Fig. 1: run 1, sub-block map
Drawn at 4 px/µm.
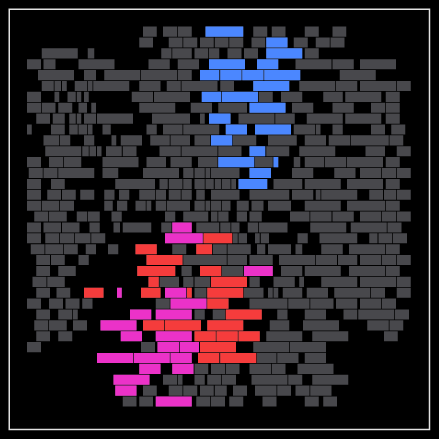
Fig. 2: run 1, the clock network
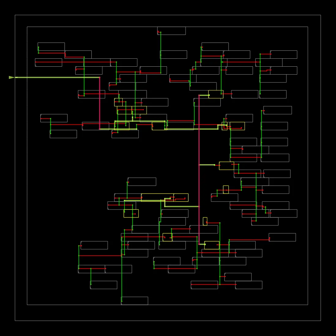
Fig. 3: run 1, cells coloured by class
Drawn at 4 px/µm. Fill, decap, tap and diode cells in grey.
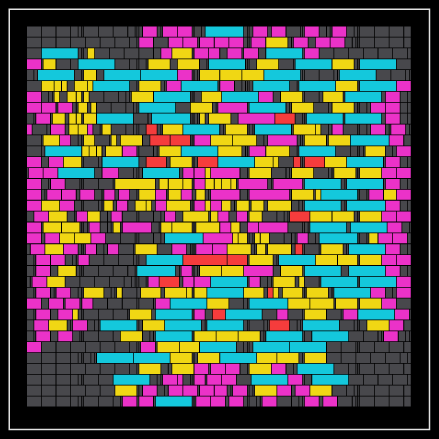
**config.mk**
```make
export PLATFORM = sky130hd
export DESIGN_NAME = demux_1xn_stream
export DESIGN_NICKNAME = d
export VERILOG_FILES = /design/src/rtl/demux_pkg.sv /design/src/rtl/demux_slot.sv /design/src/rtl/demux_1xn_stream.sv
export SDC_FILE = /design/constraint.sdc
export NUM_CORES = 1
export LEC_CHECK = 0
export CAP_MARGIN = 10
export CORE_MARGIN = 4
export CORE_UTILIZATION = 41
export DETAILED_ROUTE_END_ITERATION = 10
export PLACE_DENSITY = 0.87
export RECOVER_POWER = 100
export SLEW_MARGIN = 5
export SYNTH_ARGS = -nofsm -noshare
export SYNTH_HDL_FRONTEND = slang
export SYNTH_HIERARCHICAL = 1
export SYNTH_SLANG_ARGS = --single-unit
```
**constraint.sdc**
```tcl
create_clock -name clk -period 1.9 [get_ports clk]
set_input_delay 0.19 -clock clk [delete_from_list [all_inputs] [get_ports clk]]
set_output_delay 0.19 -clock clk [all_outputs]
set_load 0.05 [all_outputs]
```
**src/rtl/demux_pkg.sv**
```systemverilog
// Shared types, default sizes and the select-width helper for the 1xN stream demux.
package demux_pkg;

  // Ceiling log2, never less than 1 so a 2-channel demux still gets a select bit.
  function automatic int clog2(input int value);
    int r;
    r = 1;
    for (int i = 1; i < 32; i++) begin
      if ((1 << i) < value) r = i + 1;
    end
    return r;
  endfunction

  localparam int DEF_W     = 8;
  localparam int DEF_N     = 8;
  localparam int DEF_CNT_W = 8;

  typedef logic [clog2(DEF_N)-1:0] sel_t;

endpackage

```
**src/rtl/demux_slot.sv**
```systemverilog
// One-entry output register for a single demux channel: loads a beat, holds it
// under backpressure, and accepts a new beat on the same edge it drains.
module demux_slot
  import demux_pkg::*;
#(
  parameter int W = DEF_W
) (
  input  logic         clk,
  input  logic         rst,
  input  logic         load,
  input  logic [W-1:0] data_in,
  input  logic         out_ready,
  output logic [W-1:0] out_data,
  output logic         out_valid,
  output logic         free
);

  logic         valid_d, valid_q;
  logic [W-1:0] data_d,  data_q;

  // NOTE: every always_comb output gets a default first so no path can infer a latch.
  always_comb begin
    valid_d = valid_q;
    data_d  = data_q;
    if (load) begin
      valid_d = 1'b1;
      data_d  = data_in;
    end else if (out_ready) begin
      valid_d = 1'b0;
    end
  end

  // NOTE: the data register is reset too, because the channel is required to show zero after reset.
  always_ff @(posedge clk or posedge rst) begin
    if (rst) begin
      valid_q <= 1'b0;
      data_q  <= '0;
    end else begin
      // NOTE: sequential state uses non-blocking assignments so all flops see pre-edge values.
      valid_q <= valid_d;
      data_q  <= data_d;
    end
  end

  assign free      = ~valid_q | out_ready;
  assign out_valid = valid_q;
  assign out_data  = data_q;

endmodule

```
**src/rtl/demux_1xn_stream.sv**
```systemverilog
// Routes a W-bit valid/ready stream to one of N registered output channels,
// with broadcast and a saturating count of beats dropped for out-of-range selects.
module demux_1xn_stream
  import demux_pkg::*;
#(
  parameter int W     = DEF_W,
  parameter int N     = DEF_N,
  parameter int SEL_W = clog2(N),
  parameter int CNT_W = DEF_CNT_W
) (
  input  logic             clk,
  input  logic             rst,
  input  logic [W-1:0]     in_data,
  input  logic             in_valid,
  input  logic [SEL_W-1:0] in_sel,
  input  logic             in_bcast,
  output logic             in_ready,
  output logic [N*W-1:0]   out_data,
  output logic [N-1:0]     out_valid,
  input  logic [N-1:0]     out_ready,
  output logic [CNT_W-1:0] drop_cnt
);

  logic [N-1:0]     slot_free;
  logic [N-1:0]     slot_load;
  logic             sel_ok;
  logic             sel_free;
  logic             fire;
  logic             drop;
  logic [CNT_W-1:0] drop_cnt_d, drop_cnt_q;

  // With a power-of-2 N every select encoding is a real channel, so the range test folds away.
  if ((1 << SEL_W) == N) begin : g_sel_full
    assign sel_ok = 1'b1;
  end else begin : g_sel_partial
    localparam logic [SEL_W:0] N_LIMIT = (SEL_W + 1)'(N);
    assign sel_ok = {1'b0, in_sel} < N_LIMIT;
  end

  always_comb begin
    sel_free = 1'b0;
    for (int k = 0; k < N; k++) begin
      if (in_sel == SEL_W'(k)) sel_free = slot_free[k];
    end

    if (in_bcast)    in_ready = &slot_free;
    else if (sel_ok) in_ready = sel_free;
    else             in_ready = 1'b1;

    fire = in_valid & in_ready;
    drop = fire & ~in_bcast & ~sel_ok;

    for (int k = 0; k < N; k++) begin
      slot_load[k] = fire & (in_bcast | (sel_ok & (in_sel == SEL_W'(k))));
    end

    drop_cnt_d = drop_cnt_q;
    if (drop && (drop_cnt_q != '1)) drop_cnt_d = drop_cnt_q + 1'b1;
  end

  always_ff @(posedge clk or posedge rst) begin
    if (rst) drop_cnt_q <= '0;
    else     drop_cnt_q <= drop_cnt_d;
  end

  assign drop_cnt = drop_cnt_q;

  for (genvar k = 0; k < N; k++) begin : g_slot
    demux_slot #(.W(W)) u_slot (
      .clk       (clk),
      .rst       (rst),
      .load      (slot_load[k]),
      .data_in   (in_data),
      .out_ready (out_ready[k]),
      .out_data  (out_data[k*W +: W]),
      .out_valid (out_valid[k]),
      .free      (slot_free[k])
    );
  end

endmodule
```
==> reports/results.md, run 1 <==
| Item | Reported |
|---|---|
| Final Wtd Congestion | 0.837 |
| Setup-failing EPs final | 72 |
| R2r endpoint | g_slot[3].u_slot/out_data[7] |
| H-tree lvl count | 3 |
| Most common cell on crit path | sky130_fd_sc_hd__mux2_4 |
| Worst flop-to-flop path startpoint | g_slot[1].u_slot/out_valid |
| CP max stage delay | 0.43 ns |
| Share of the synthesized area in the top cell type | 52.2% |
| Flop2flop setup slack | -0.30 ns |
| TritonCTS clock tree | built |
| Y dimension of the die | 105 µm |
| Most common flop cell mapped by yosys | sky130_fd_sc_hd__dfrtp_1 |
| Final worst-path setup slack | -0.300 ns |
| Worst vdd ir | 793 µV |
| Post-detailed-route count of antenna-violating nets | 0 |
| Num rows | 35 |
| Max stage delay cell, worst path | sky130_fd_sc_hd__dfrtp_2 |
| OpenROAD warning count | 29 |
| Min-Delay Endpoint | drop_cnt[5] |
| Run status | finished with violations |
| Violations in the final reports | negative setup slack |
| Sequential element share of the synthesized area | 52.2% |
| MUX share of area | 26.3% |
| Via density per instance | 5.16 |
| Pre-CTS setup slack | -0.883 ns |
| Largest net degree at the start of global routing | 14 |
| Wire length on met1 | 4620 µm |
-- Fig. 1 (at the start) --
[magenta] g_slot[1].u_slot | cells: 21 | where: bottom centre
[red] g_slot[2].u_slot | cells: 23
[blue] g_slot[3].u_slot | cells: 22 | where: top centre
not coloured: 386

-- Fig. 2 (at the start) --
final setup skew: 0.00859 ns
clock buffer instance count of the final layout: 11

-- Fig. 3 (at the start) --
[red] clock drivers and dummy loads | cells: 16 | share of their area: 3.3%
[yellow] remaining logic cells | cells: 172 | share of their area: 32%
[cyan] sequential cells | cells: 80 | share of their area: 33%
[magenta] remaining buffers and delay cells | cells: 184 | share of their area: 31%

## run 1: layout make-up
type                    instances  area, µm²  area share [%]
multi-input cells             159       1890            30.7
flip-flops and latches         80       2010            32.7
well taps                     111        139            2.25
clock inverters                 5       56.3           0.914
repair buffers                184       1870            30.4
clock buffers                  11        141            2.29
inverters                      13       48.8           0.792
## run 1: report_power, final
part / leakage [nW] / switching, mW / internal [mW]
Combinational: 1.71 / 2.24 / 1.45
Clock: 0.0993 / 0.618 / 0.642
Sequential: 0.941 / 0.335 / 2.14
Total: 2.75 / 3.20 / 4.23
## run 1: timing repair
item / 4_1_cts / 5_1_grt
setup buffers: 17 / 4
gates resized: 27 / 3
pin swaps: 12 / 5
endpoints found under the setup margin: 73 / 74
gates cloned: 2 / 1
hold buffers: 0 / 0
Fig. 4: run 1, I/O nets highlighted
Drawn at 4 px/µm.
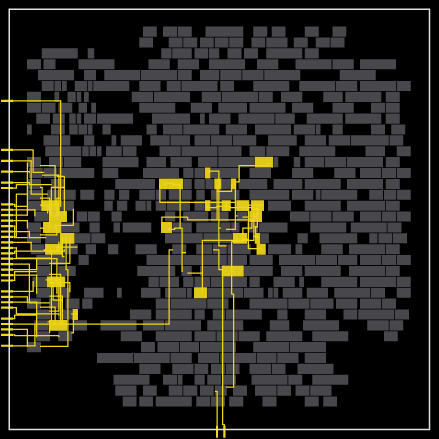

==> run 2, diff against run 1 <==
--- a/config.mk
+++ b/config.mk
@@ -9,6 +9,7 @@
 export CORE_MARGIN = 4
 export CORE_UTILIZATION = 41
 export DETAILED_ROUTE_END_ITERATION = 10
+export GPL_TIMING_DRIVEN = 0
 export PLACE_DENSITY = 0.87
 export RECOVER_POWER = 100
 export SLEW_MARGIN = 5
Fig. 5: run 2, I/O nets highlighted
Drawn at 4 px/µm.
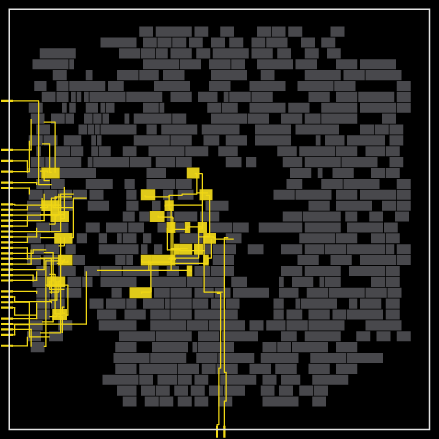
[yellow] in_sel | bits: 32 | direction: input | end cells: 26 | wire: 882 µm

Fig. 6: run 2, cells coloured by class
Drawn at 4 px/µm. Fill, decap, tap and diode cells in grey.
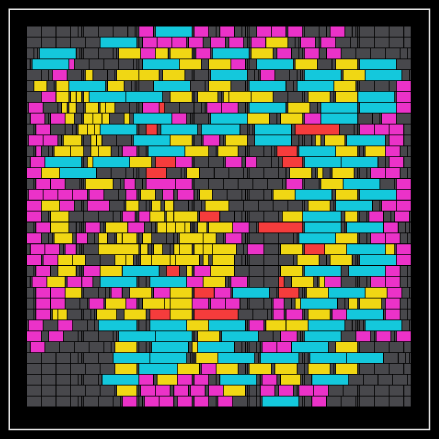
area of the core: 9150 µm²
register share of the cell area: 33.8%
final cell area excluding filler cells: 5960 µm²
num rows: 35
post-route core utilization: 65.1%

==> run 2 against run 1 <==
Effect of this change: the flow still finishes with violations (negative setup slack); clock skew rose by 0.0070 ns; final cell count shrank 3.4%; combinational power decreased by 2%; sequential share of layout area is 1.1 points higher; fmax barely moved; core utilization is 2.2 points lower; highest routed layer unchanged.
==> reports/results.md, run 2 <==
| Item | Reported |
|---|---|
| Run status | finished with violations |
| Violations in the final reports | negative setup slack |
| Y dimension of the die | 105 µm |
| Dominant power group | combinational cells |
| MUX share of area | 26.3% |
| FF/Latch Area | 2010 µm² |
| Final worst-path setup slack | -0.298 ns |
| Power consumed by combinational cells | 3.62 mW |
| Clock network fraction of total power | 19.6% |
| CP max stage delay | 0.39 ns |
| Via density per instance | 5.18 |
| Internal cell power | 4.40 mW |
| Final setup skew | 0.0156 ns |
| Wire length on met1 | 4650 µm |
| Net Switching | 3.17 mW |
| Post CTS Setup Buffer Count | 10 |
| Sequential element share of the synthesized area | 52.2% |
| Relative contribution of combinational cells to total power | 47.8% |
| CTS Hold Buffers Added | 0 |
| Total clock network power | 1.49 mW |
| Footprint of the multi-input gates | 1860 µm² |
| Multi-input gate share of the layout cell area | 31.2% |
| Total number of sequential cells | 80 |
| Most common flop cell mapped by yosys | sky130_fd_sc_hd__dfrtp_1 |
| Tapcell count | 111 |
| Relative contribution of sequential cells to total power | 32.6% |
| Setup-failing EPs final | 75 |
| Worst vdd ir | 1010 µV |
| Sw Share | 41.9% |
| Post-detailed-route count of antenna-violating nets | 0 |
| Seq. pwr | 2.47 mW |
| Total routing usage reported by global routing | 19.8% |
| H-tree lvl count | 3 |
| Count of multi-input gates | 158 |
| Inverters | 13 |
| Non-clock buffer total of the final layout | 166 |
| Wire length per cell | 20.1 µm |
| Largest net degree at the start of global routing | 15 |
| Fraction of area in non-clock buffers | 27.9% |
| Total of cells resized after clock tree synthesis | 43 |
| Clock buffer instance count of the final layout | 11 |
| Clock network contribution to total cell area | 3.99% |
| Biggest area consumer among cell classes | flip-flops and latches |
| Max stage delay cell, worst path | sky130_fd_sc_hd__dfrtp_2 |
| OpenROAD warning count | 29 |
run 2: worst paths after layout:
check	cells after the start	slack, ns	from	end
worst max-delay path	7	-0.30	g_slot[5].u_slot/out_valid	in_ready
worst min-delay path	3	0.50	out_ready[2]	g_slot[2].u_slot/out_valid
worst max register to register	11	-0.25	g_slot[5].u_slot/out_valid	g_slot[2].u_slot/out_data[6]
worst min register to register	1	0.51	g_slot[4].u_slot/out_data[0]	g_slot[4].u_slot/out_data[0]
max in group asynchronous	2	1.02	rst	g_slot[2].u_slot/out_valid
min in group asynchronous	2	0.54	rst	drop_cnt[7]
run 2: stage by stage:
step	hold WS (ns)	setup WS, ns
floorplan	0.00566	-0.175
global placement	0.491	-0.818
detailed placement	0.494	-0.847
CTS	0.486	-0.279
global route	0.487	-0.410
finish	0.498	-0.298
Power and IR drop assume default switching activity.
